[config.mk]
export PLATFORM = sky130hd
export DESIGN_NAME = wb_core_loader
export DESIGN_NICKNAME = d
export VERILOG_FILES = /design/src/rtl/wb_core_loader.sv
export SDC_FILE = /design/constraint.sdc
export NUM_CORES = 1
export LEC_CHECK = 0
export CAP_MARGIN = 20
export CORE_AREA = 3 3 135 203
export DETAILED_ROUTE_END_ITERATION = 6
export DIE_AREA = 0 0 138 206
export PLACE_DENSITY_LB_ADDON = 0.15
export SYNTH_ARGS = -nofsm -noshare
export SYNTH_HDL_FRONTEND = slang
export SYNTH_SLANG_ARGS = --single-unit
[constraint.sdc]
create_clock -name wb_clk_i -period 3 [get_ports wb_clk_i]
set_input_delay 0.9 -clock wb_clk_i [delete_from_list [all_inputs] [get_ports wb_clk_i]]
set_output_delay 0.9 -clock wb_clk_i [all_outputs]
set_load 0.1 [all_outputs]
[src/rtl/wb_core_loader.sv]
// Wishbone slave that loads core IMEM through a small write FIFO, holds the core in reset
// until RUN is set and the FIFO has drained, and provides a core->SoC mailbox with an IRQ.
`timescale 1ns/1ps
module wb_core_loader #(
  parameter logic [31:0] BASE_ADDR  = 32'h3000_0000,
  parameter int          IMEM_AW    = 12,
  parameter int          FIFO_DEPTH = 4
) (
  input  logic               wb_clk_i,
  input  logic               wb_rst_ni,
  input  logic               wbs_cyc_i,
  input  logic               wbs_stb_i,
  input  logic               wbs_we_i,
  input  logic [3:0]         wbs_sel_i,
  input  logic [31:0]        wbs_adr_i,
  input  logic [31:0]        wbs_dat_i,
  output logic               wbs_ack_o,
  output logic [31:0]        wbs_dat_o,
  output logic               core_rst_no,
  output logic               imem_we_o,
  output logic [IMEM_AW-1:0] imem_addr_o,
  output logic [31:0]        imem_wdata_o,
  input  logic               imem_rdy_i,
  input  logic               core_mbox_wr_i,
  input  logic [31:0]        core_mbox_data_i,
  output logic [2:0]         irq_o
);

  localparam int PW = (FIFO_DEPTH > 1) ? $clog2(FIFO_DEPTH) : 1;
  localparam int CW = PW + 1;
  localparam int EW = IMEM_AW + 32;

  localparam logic [2:0] R_CTRL   = 3'd0;
  localparam logic [2:0] R_STATUS = 3'd1;
  localparam logic [2:0] R_IADDR  = 3'd2;
  localparam logic [2:0] R_IDATA  = 3'd3;
  localparam logic [2:0] R_MBOX   = 3'd4;

  logic                 run, irq_en;
  logic [IMEM_AW-1:0]   imem_addr;
  logic [FIFO_DEPTH-1:0][EW-1:0] fifo_mem;
  logic [PW-1:0]        wr_ptr, rd_ptr;
  logic [CW-1:0]        count;
  logic [31:0]          mbox_data;
  logic                 mbox_valid, mbox_ovf;
  logic                 irq;

  logic                 hit, accept, stall, push, pop, is_data_wr;
  logic                 fifo_empty, fifo_full, mbox_rd, ovf_clr;
  logic [2:0]           reg_sel;
  logic [31:0]          rdata, be_mask, status;
  logic [IMEM_AW-1:0]   addr_masked;
  logic [EW-1:0]        head;
  logic                 unused_adr;

  assign unused_adr = ^{wbs_adr_i[7:5], wbs_adr_i[1:0]};

  assign hit        = wbs_cyc_i & wbs_stb_i & (wbs_adr_i[31:8] == BASE_ADDR[31:8]);
  assign reg_sel    = wbs_adr_i[4:2];
  assign fifo_empty = (count == '0);
  assign fifo_full  = (count == CW'(FIFO_DEPTH));
  assign is_data_wr = hit & wbs_we_i & (reg_sel == R_IDATA) & (wbs_sel_i == 4'hF);
  // A full FIFO withholds the ack; the write is retried every cycle until a pop has
  // been reflected in the registered count.
  assign stall      = is_data_wr & fifo_full;
  assign accept     = hit & ~wbs_ack_o & ~stall;
  assign push       = accept & is_data_wr;
  assign mbox_rd    = accept & ~wbs_we_i & (reg_sel == R_MBOX);
  assign ovf_clr    = accept & wbs_we_i & (reg_sel == R_STATUS) & wbs_dat_i[3];

  assign imem_we_o    = ~fifo_empty & ~run;
  assign pop          = imem_we_o & imem_rdy_i;
  assign head         = fifo_mem[rd_ptr];
  assign imem_addr_o  = imem_we_o ? head[EW-1:32] : '0;
  assign imem_wdata_o = imem_we_o ? head[31:0]    : '0;
  assign irq_o        = {2'b00, irq};

  assign be_mask     = {{8{wbs_sel_i[3]}}, {8{wbs_sel_i[2]}}, {8{wbs_sel_i[1]}}, {8{wbs_sel_i[0]}}};
  assign addr_masked = IMEM_AW'((32'(imem_addr) & ~be_mask) | (wbs_dat_i & be_mask));
  assign status      = {24'd0, 4'(count), mbox_ovf, mbox_valid, fifo_full, fifo_empty};

  always_comb begin
    rdata = '0;
    if (!wbs_we_i) begin
      case (reg_sel)
        R_CTRL:   rdata = {30'd0, irq_en, run};
        R_STATUS: rdata = status;
        R_IADDR:  rdata = 32'(imem_addr);
        R_MBOX:   rdata = mbox_data;
        default:  rdata = '0;
      endcase
    end
  end

  // Bus side: ack/data, control registers and address auto-increment
  always_ff @(posedge wb_clk_i or negedge wb_rst_ni) begin
    if (!wb_rst_ni) begin
      wbs_ack_o <= 1'b0;
      wbs_dat_o <= '0;
      run       <= 1'b0;
      irq_en    <= 1'b0;
      imem_addr <= '0;
    end else begin
      wbs_ack_o <= accept;
      wbs_dat_o <= accept ? rdata : '0;
      if (accept && wbs_we_i) begin
        case (reg_sel)
          R_CTRL:  if (wbs_sel_i[0]) {irq_en, run} <= wbs_dat_i[1:0];
          R_IADDR: imem_addr <= addr_masked;
          default: ;
        endcase
      end
      if (push) imem_addr <= imem_addr + 1'b1;
    end
  end

  // Entries capture their address at push time so later IMEM_ADDR writes do not move them
  always_ff @(posedge wb_clk_i or negedge wb_rst_ni) begin
    if (!wb_rst_ni) begin
      fifo_mem <= '0;
      wr_ptr   <= '0;
      rd_ptr   <= '0;
      count    <= '0;
    end else begin
      if (push) begin
        fifo_mem[wr_ptr] <= {imem_addr, wbs_dat_i};
        wr_ptr           <= wr_ptr + 1'b1;
      end
      if (pop) rd_ptr <= rd_ptr + 1'b1;
      case ({push, pop})
        2'b10:   count <= count + 1'b1;
        2'b01:   count <= count - 1'b1;
        default: ;
      endcase
    end
  end

  // Mailbox: a core write on the same edge as a bus read wins, so valid stays set
  always_ff @(posedge wb_clk_i or negedge wb_rst_ni) begin
    if (!wb_rst_ni) begin
      mbox_data   <= '0;
      mbox_valid  <= 1'b0;
      mbox_ovf    <= 1'b0;
      irq         <= 1'b0;
      core_rst_no <= 1'b0;
    end else begin
      if (core_mbox_wr_i) begin
        mbox_data  <= core_mbox_data_i;
        mbox_valid <= 1'b1;
      end else if (mbox_rd) begin
        mbox_valid <= 1'b0;
      end
      if (ovf_clr) mbox_ovf <= 1'b0;
      if (core_mbox_wr_i && mbox_valid) mbox_ovf <= 1'b1;
      irq         <= mbox_valid & irq_en;
      core_rst_no <= run & fifo_empty;
    end
  end

endmodule

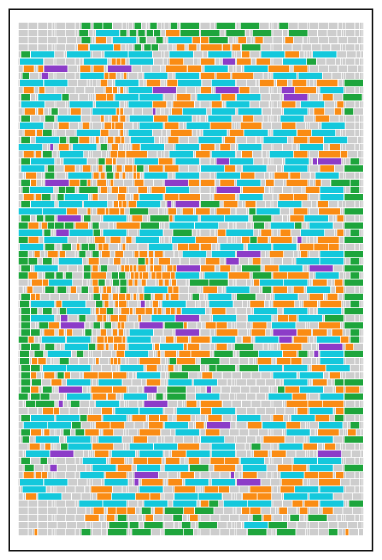
(images/class_map.png)
Fill, decap, tap and diode cells in gray.
color	class	cells
purple	clock drivers and dummy loads	48
cyan	registers	266
orange	remaining logic cells	510
green	remaining buffers and delay cells	246

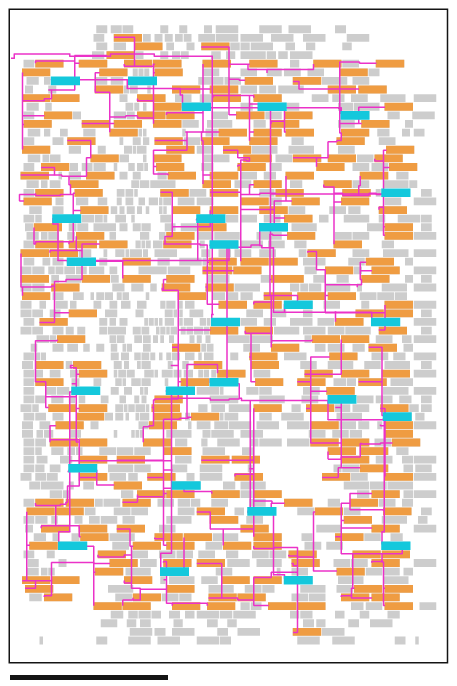
(images/clock_wires.png)
The bar under the picture is 50 um long.
[cyan] clock-net drivers | count: 26
[orange] flip-flops | count: 266
[magenta] clock wires | length: 3290 um
flops lie	widely spread

[kinds of logic after synthesis]
| kind of cell | count (synthesis) | synth area share (%) |
|---|---|---|
| buffers and inverters | 70 | 4.00 |
| multiplexers | 257 | 30.5 |
| flip-flops | 266 | 53.0 |
| AND/OR/NAND/NOR | 166 | 7.93 |
| XOR/XNOR | 6 | 0.418 |
| AND-OR/OR-AND | 61 | 3.37 |
| other | 1 | 0.0298 |
| adder cells (fa/ha/maj) | 7 | 0.757 |
[cell usage in the layout (no fill, tap or decap), types with 9 or more instances in the layout]
cell             instances
clkdlybuf4s50_1        100
mux2_2                  91
nor3_1                   9
mux2_4                 120
inv_1                    9
clkbuf_16               27
a21oi_1                 15
buf_12                  68
buf_4                   76
nor2_1                  24
nand2_1                 20
a22oi_1                 10
and2_1                  25
and2_4                  37
mux4_2                  44
dfrtp_1                264
[worst reg2reg max path, stage by stage, from the launching register on]
cell and delay [ps]:
dfrtp_1 460, nor3b_1 210, or4_4 570, nor3_4 130, buf_4 160, inv_4 30, ha_4 150, inv_2 50
fa_2 430, mux2i_1 140
[final timing paths]
| kind | slack [ps] | endpoint | from |
|---|---|---|---|
| setup / recovery | -9 | imem_addr_o[5] | rd_ptr[0] |
| setup reg to reg | 580 | count[1] | count[2] |
| min in group wb_clk_i | 470 | wbs_dat_o[15] | mbox_data[15] |
| hold reg to reg | 470 | wbs_dat_o[15] | mbox_data[15] |
| hold / removal | 320 | fifo_mem[14] | wb_rst_ni |
| max in group asynchronous | 1900 | fifo_mem[75] | wb_rst_ni |
[cell usage after synthesis, types with 3 or more instances]
cell type / count
nor4_1: 7
xor2_1: 3
dfrtp_1: 266
nor2_1: 25
and4_1: 3
nor3_1: 10
inv_1: 11
nand2_1: 20
o21ai_0: 6
a221oi_1: 3
o22a_1: 7
mux2_4: 120
clkbuf_1: 31
nand4_1: 4
a31oi_1: 5
a21oi_1: 15
buf_2: 5
mux2_2: 91
mux4_2: 44
and2_1: 68
nand2_8: 3
a22oi_1: 10
nand3_1: 7
buf_12: 13
buf_4: 4
ha_1: 6
xnor2_1: 3
nor2b_1: 3
buf_1: 5
[registers in the layout, summed over array words and instances, names as in the netlist, named ones only]
signal	count
mbox_data	32
count	3
irq	1
wr_ptr	2
mbox_ovf	1
rd_ptr	2
run	1
wbs_ack_o	1
core_rst_no	1
fifo_mem	176
irq_en	1
mbox_valid	1
wbs_dat_o	32
[power by group through the flow]
| stage | combinational, uW | sequential [uW] | clock [uW] |
|---|---|---|---|
| after floorplan | 788 | 3770 | 0 |
| after global placement | 1350 | 3870 | 0 |
| after detailed placement | 1360 | 3870 | 0 |
| after CTS | 1430 | 3780 | 3280 |
| after global routing | 1520 | 3790 | 3430 |
| final | 1400 | 3780 | 3190 |
[through the flow]
step	area (um^2)	setup slack (ps)	util, %	hold WS, ps
2_1_floorplan	12600	9.55	-	449
3_3_place_gp	15500	-243	60.3	459
3_5_place_dp	15500	-245	60.3	462
4_1_cts	16500	-43.3	63.9	328
5_1_grt	16500	-72.3	63.9	348
6_report	16500	-8.94	63.9	315
[repair_timing]
item / 4_1_cts / 5_1_grt
hold buffers: 0 / 0
setup endpoints to repair: 37 / 44
buffers inserted: 2 / 0
resized: 38 / 2
==> Changelog: implementation <==
## Flow update

* Run status: finished with violations
* Failing checks: negative setup slack
* Crit Path Category: flop to primary output
* Layout cells sized above 1 at between 40% and 50%
* Synth unique cells at 57
* Leakage at 0.00799 uW
* Power per cell area at 508 nW/um^2
* Cell count in the Yosys report at 834
* Setup ws final at -8.94 ps
* Max Cap Viol at 0
* NetSw at 2190 uW
* Multi-input gate area at 5540 um^2
* CTS tree: done
* Finished Layout Cells at 1403
* DRC viols at 0
* CP max stage cell: mux4_2
* Layout area overhead at 31.0%
* Pin count of the biggest net entering global routing at approximately 66
* Cell family with most CP delay: multiplexers
* Crit Path Max Fanout at 14
* Top cells by area, synth: dfrtp_1, mux2_4, mux2_2
* Die W at 138 um
* Worst IR Drop VDD at 450 uV
* Registers at 266
* Initial antenna violation count at 0
* Final Max Slew Viols at 0
* Non-clock buffer share at 18.0%
* Sw Ratio at between 20% and 30%
* Flop share of the area at 40.5%
* Cell repeated most along the worst path: buf_12
* H-tree depth at 1
* Worst skew pair latency at 530 ps
* DRT antenna net count at 0
* First-pass GRT wire length at 45.3 mm
* Top sig layer: met4
* RSZ-0062 raised after global routing: yes
* Core Rows at 72
* FF+latch area at 6660 um^2
* Clock buffer cells at 37
* Buffers & Inverters on Critical Path at 2
* Chip area in the Yosys report at 12600 um^2
* Crit. End Element: primary output
* Post-synth regs at 266
* Tot Pwr at 8370 uW
* Post-Place Cells at between 1000 and 1500
* Clock buffer depth at 3
* Post-Route WL at about 28 mm
* GRT Total Usage at 19.6%
* Met2 usage in global routing at approximately 34%
* Met3 Usage GRT at 4.05%
* Clock power share at 38.1%
* Sequential fraction of the synthesis area at between 50% and 60%
* Mapped Area at approximately 13000 um^2
* Sequential Power Share at 45.2%
* Reg2reg path depth at 9
* Avg WL per Cell at 19.7 um
* Setup TNS at -8.94 ps
* Slew @ Worst Pin at 522 ps
* Clock Skew at 9.31 ps
* Yosys warns at 0
* DP HPWL at 19.1 mm
* Multi-In Gates at 499
* Clock Network Area Fraction at 5.14%
* Metal-1 WL at 11.0 mm
* Startpoint Class: flop
* Tool Warnings at 36
* Core Footprint at 25800 um^2
* Slew HR at around 65%
* Worst path depth at 4
* Via count at 7617
* Top class by area: registers
* Gpl congestion at roughly 0.82
* Final hold vios at 0
* Antenna diode count at 0
* Crit path arrival time at 2110 ps
* # Taps at 333
* Avg Inst Size Synth at roughly 15 um^2
* Vias in the first global route at 8411
* CTS Sinks at 266
* Die height at 206 um
* Invs w/o clock at 11
* # IOs at 189
* Chip area at 28400 um^2
* Final worst-path cycle share at 100%
* Slowest stage delay, CP at 560 ps
* Clk slew on worst S/H paths at 60 ps
* Final net count at 1164
* Port bufs at 181
* Drt pass-1 iters at 4
* Yosys top cell by area: dfrtp_1
* Final setup violating endpoints at 1
* Hold Crit Class: primary input to async pin
* Filler cell count at 1987
* Comb area share at around 34%
* F_max at 332 MHz
* Root Driver: clkbuf_16
* CP required at 2100 ps
* Initial detailed-routing violation count at 270
No activity file was given, so power comes from the tool's default toggle rates.
